Fig. 1: PDN straps and rails
(1.5 px per µm) Pins as bars on the die edge.
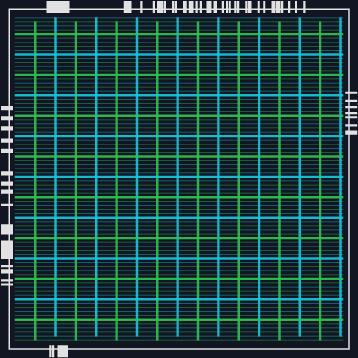
Fig. 2: placed cells, one colour a class
(1 px per µm) Fill, decap, tap and diode cells in grey.
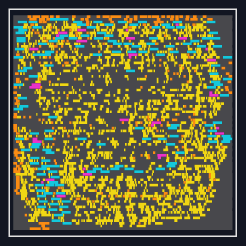
Fig. 3: routed clock nets over the placement
(2 px per µm)
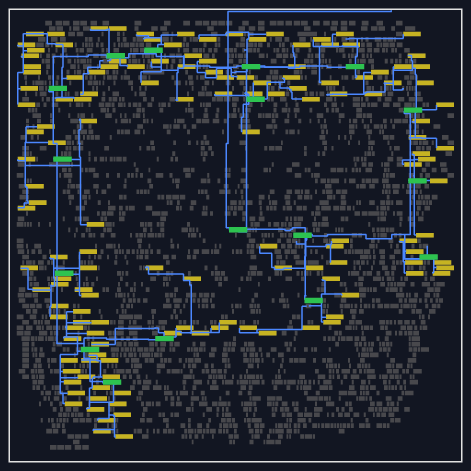
Fig. 4: routed metal, one colour a layer
(1.5 px per µm) Only two layers are drawn.
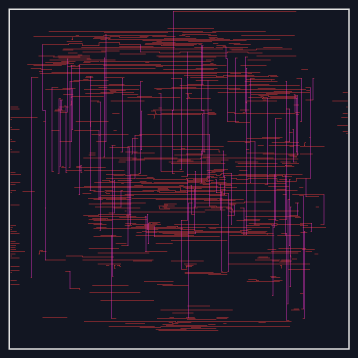
Fig. 5: cell placement
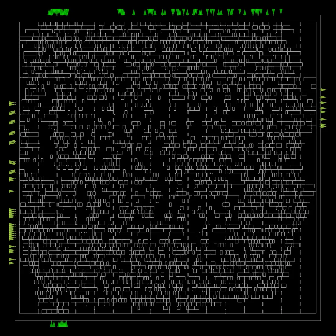
$ cat config.mk
export PLATFORM = sky130hd
export DESIGN_NAME = muldiv_unit
export DESIGN_NICKNAME = d
export VERILOG_FILES = /design/src/rtl/muldiv_unit.sv
export SDC_FILE = /design/constraint.sdc
export NUM_CORES = 1
export LEC_CHECK = 0
export CORE_MARGIN = 3
export CORE_UTILIZATION = 35
export CTS_CLUSTER_DIAMETER = 60
export DETAILED_ROUTE_END_ITERATION = 12
export GPL_TIMING_DRIVEN = 0
export HOLD_SLACK_MARGIN = 0.02
export SETUP_SLACK_MARGIN = 0.1
export SLEW_MARGIN = 25
export SYNTH_ARGS = -nofsm -noshare
export SYNTH_HDL_FRONTEND = slang
export SYNTH_SLANG_ARGS = --single-unit
$ cat constraint.sdc
create_clock -name clk -period 12 [get_ports clk]
set_input_delay 1.8 -clock clk [delete_from_list [all_inputs] [get_ports clk]]
set_output_delay 1.8 -clock clk [all_outputs]
set_load 0.05 [all_outputs]
$ cat src/rtl/muldiv_unit.sv
// muldiv_unit: iterative RV32M multiply/divide unit, one radix-2 step per cycle
module muldiv_unit #(
    parameter logic BYPASS_SPECIAL = 1'b1
) (
    input  logic        clk,
    input  logic        rst,
    input  logic        start,
    input  logic [2:0]  op,
    input  logic [31:0] rs1,
    input  logic [31:0] rs2,
    input  logic [4:0]  rd_in,
    output logic        busy,
    output logic        done,
    output logic [31:0] result,
    output logic [4:0]  rd_out
);
    typedef enum logic [1:0] {IDLE, CALC, DONE} state_t;

    state_t      state, state_nx;
    logic [2:0]  op_q;
    logic [63:0] acc, acc_nx, prod_fix;
    logic [31:0] mc, amag, bmag, word, res_fin, sp_res;
    logic [32:0] sum, rem_try;
    logic [4:0]  cnt;
    logic        neg, neg_in, a_sg, b_sg, div0, ovf, special, accept, last;

    // Operand preparation at accept: magnitudes, result sign and special-case detection.
    // A zero divisor never negates the quotient so it stays all ones for signed DIV too.
    always_comb begin
        a_sg    = op[2] ? ~op[0] : (op[1:0] != 2'b11);
        b_sg    = op[2] ? ~op[0] : ~op[1];
        amag    = (a_sg && rs1[31]) ? -rs1 : rs1;
        bmag    = (b_sg && rs2[31]) ? -rs2 : rs2;
        div0    = op[2] && (rs2 == 32'd0);
        ovf     = op[2] && !op[0] && (rs1 == 32'h8000_0000) && (rs2 == 32'hFFFF_FFFF);
        special = div0 || ovf;
        neg_in  = op[2] ? (op[1] ? (a_sg & rs1[31]) : (a_sg & (rs1[31] ^ rs2[31]) & ~div0))
                        : ((a_sg & rs1[31]) ^ (b_sg & rs2[31]));
        sp_res  = op[1] ? (div0 ? rs1 : 32'd0) : (div0 ? 32'hFFFF_FFFF : 32'h8000_0000);
    end

    // One iteration: shift-add multiply in {hi,lo}, restoring divide with {rem,quot}.
    always_comb begin
        sum      = {1'b0, acc[63:32]} + (acc[0] ? {1'b0, mc} : 33'd0);
        rem_try  = acc[63:31] - {1'b0, mc};
        acc_nx   = op_q[2] ? (rem_try[32] ? {acc[62:0], 1'b0} : {rem_try[31:0], acc[30:0], 1'b1})
                           : {sum, acc[31:1]};
        prod_fix = neg ? -acc_nx : acc_nx;
        word     = op_q[1] ? acc_nx[63:32] : acc_nx[31:0];
        res_fin  = op_q[2] ? (neg ? -word : word)
                           : ((op_q[1:0] == 2'b00) ? prod_fix[31:0] : prod_fix[63:32]);
    end

    // State register.
    always_ff @(posedge clk or negedge rst) begin
        if (!rst) state <= IDLE;
        else      state <= state_nx;
    end

    // Next state and status outputs.
    always_comb begin
        state_nx = state;
        accept   = 1'b0;
        last     = (state == CALC) && (cnt == 5'd31);
        busy     = (state != IDLE);
        done     = (state == DONE);
        case (state)
            IDLE: if (start) begin
                accept   = 1'b1;
                state_nx = (BYPASS_SPECIAL && special) ? DONE : CALC;
            end
            CALC: state_nx = last ? DONE : CALC;
            default: state_nx = IDLE;
        endcase
    end

    // Datapath: latch operands on accept, iterate in CALC, register the result into DONE.
    always_ff @(posedge clk or negedge rst) begin
        if (!rst) begin
            op_q   <= 3'd0;
            acc    <= 64'd0;
            mc     <= 32'd0;
            neg    <= 1'b0;
            cnt    <= 5'd0;
            result <= 32'd0;
            rd_out <= 5'd0;
        end else if (accept) begin
            op_q   <= op;
            acc    <= {32'd0, amag};
            mc     <= bmag;
            neg    <= neg_in;
            cnt    <= 5'd0;
            rd_out <= rd_in;
            if (BYPASS_SPECIAL && special) result <= sp_res;
        end else if (state == CALC) begin
            acc <= acc_nx;
            cnt <= cnt + 5'd1;
            if (last) result <= res_fin;
        end
    end
endmodule

==> results_dict.tcl <==
# place-and-route summary
set metrics [dict create \
    cts_tree "built" \
    crit_type "register to register" \
    crit_cells 27 \
    fmax_mhz 93.3 \
    path_clk_slew_ps 60 \
    postCtsSetupRepairBufs 0 \
    outcome "complete, no violations" \
    grt_use_total_pct 34.8 \
    r2r.worst_path.cells 27 \
    cts_max_path_buffers 2 \
    wl_per_cell_um 28.9 \
    ff_type "dfrtp_1" \
    warnings 27 \
    finalSetupViolCount 0 \
    endpoint_kind "register" \
    largest_cell_class "multi-input combinational cells" \
    highest_layer "met4" \
    ys_area_um2 16900 \
    layout_setup_ws_ps 1280 \
    worst_clock_skew_ps 19.7 \
    die_width_um 226 \
    most_common_cell "nand2_1" \
    portBuffers 111 \
    ys_sh_adder_pct 5.50 \
    slew_headroom_pct 23.8 \
    htreeDepth 4 \
    slew_violations 0 \
    drcViolationCount 0 \
    num-clock-buffers 20 \
    fp_util_pct 35.8 \
    holdPathEnd "result[9]$_DFFE_PN0P_" \
    post_drt_via_cell_ratio 6.44 \
    drive_gt1_share_pct 4.74 \
    cpMaxStageDelayCell "buf_1" \
    synth_top_cell_by_area "dfrtp_1" \
    n_tap_cell 607 \
    hpwl_mm 72.8 \
    ys_cells 2348 \
    die_h_um 226 \
    timing.rr.end "result[28]$_DFFE_PN0P_" \
    grt_max_degree 79 \
    r2r-start "op_q[2]$_DFFE_PN0P_" \
    fin_setup_tns_ps 0 \
    grt_pass1_vias 19200 \
    mux_share_pct 3.49 \
    fp_nets 2496 \
    largest_reg_flops 64 \
    dpl_cell_area_um2 18800 \
    rsz0062_at_grt "false" \
    inv_count 81 \
    ys_seq_share_pct 21.4 \
    crit_end "result[28]$_DFFE_PN0P_" \
    ys_sh_simple_pct 25.3 \
    logic_family "AND-OR/OR-AND gates" \
    syn_area_um2 16900 \
    synth_area_per_cell_um2 7.18 \
    worstPathMaxFanout 10 \
    wl_met3_mm 9.16 \
    sh_comb_area_pct 63.7 \
    ys_sh_aoi_pct 30.2 \
    top_area_share_pct 21.4 \
    logic_area_um2 12300 \
    lay_top_count "nand2_1" \
    top_regs "acc (64), mc (32), result (32)" \
    tightest_slew_ps 1140 \
    dieArea_um2 50900 \
    layout.nets 2627 \
    finalCritPeriodShare_pct 89.3 \
    grt_use_met3_pct 8.10 \
    grtUsageMet2_pct 51.3 \
    ant_nets 0 \
    buffer_area_share_pct 9.16 \
    startpoint "op_q[2]$_DFFE_PN0P_" \
    vias 20000 \
    fin_hold_ws_ps 481 \
    postCtsHoldBufs 0 \
    topCellsByArea "dfrtp_1 21%, nand2_1 6.8%, o21ai_0 6.8%, a21oi_1 5.4%, ha_1 5.3%" \
    clock_sinks 144 \
    post_cts_resized 0 \
    worstHoldStart "result[9]$_DFFE_PN0P_" \
    synthXorXnorAreaFrac_pct 8.52 \
    min_path_cells 2 \
    max_stage_delay_ps 890 \
    yosysWarnings 0 \
    drt_iter0_drc 2330 \
    synthCells 2348 \
    antenna_found_initial 4 \
    cts_buffers 17 \
    clock.latency.late_pin_ps 490 \
    hold_viol_final 0 \
    async_flop_share_pct 100 \
    seq_area_um2 3600 \
    final_util_pct 41.2 \
    synth_cell_types 97 \
    n_all_buffers 267 \
    cp.required_ps 12410 \
    fin_crit_ps 10720 \
    crit_path_frequent_cell "buf_2" \
    antenna_cells 3 \
    largest_register "acc" \
    wl_met1_mm 38.9 \
]
About Fig. 1:
Key: cyan = VDD; green = VSS
16 straps on met4. 114 signal pins sit on the boundary.

About Fig. 2:
Key: cyan = sequential cells [cells 144]; magenta = clock drivers and dummy loads [cells 31]; orange = remaining buffers and delay cells [cells 267]; yellow = combinational and other logic [cells 2049]

About Fig. 3:
Key: green = clock drivers [count 17]; yellow = flip-flops [count 144]; blue = clock wires [length 2630 µm]
Position of the flops: widely spread. There are 18 routed clock nets.

About Fig. 4:
Key: magenta = metal 4 [wire length 3980 µm]; red = metal 3 [wire length 9160 µm]

About Fig. 5:
flop share of the area: 18.6%
Final Non-Filler Cells: 3101
num rows: 79
fillcell total: 5016
core area: 47100 µm²

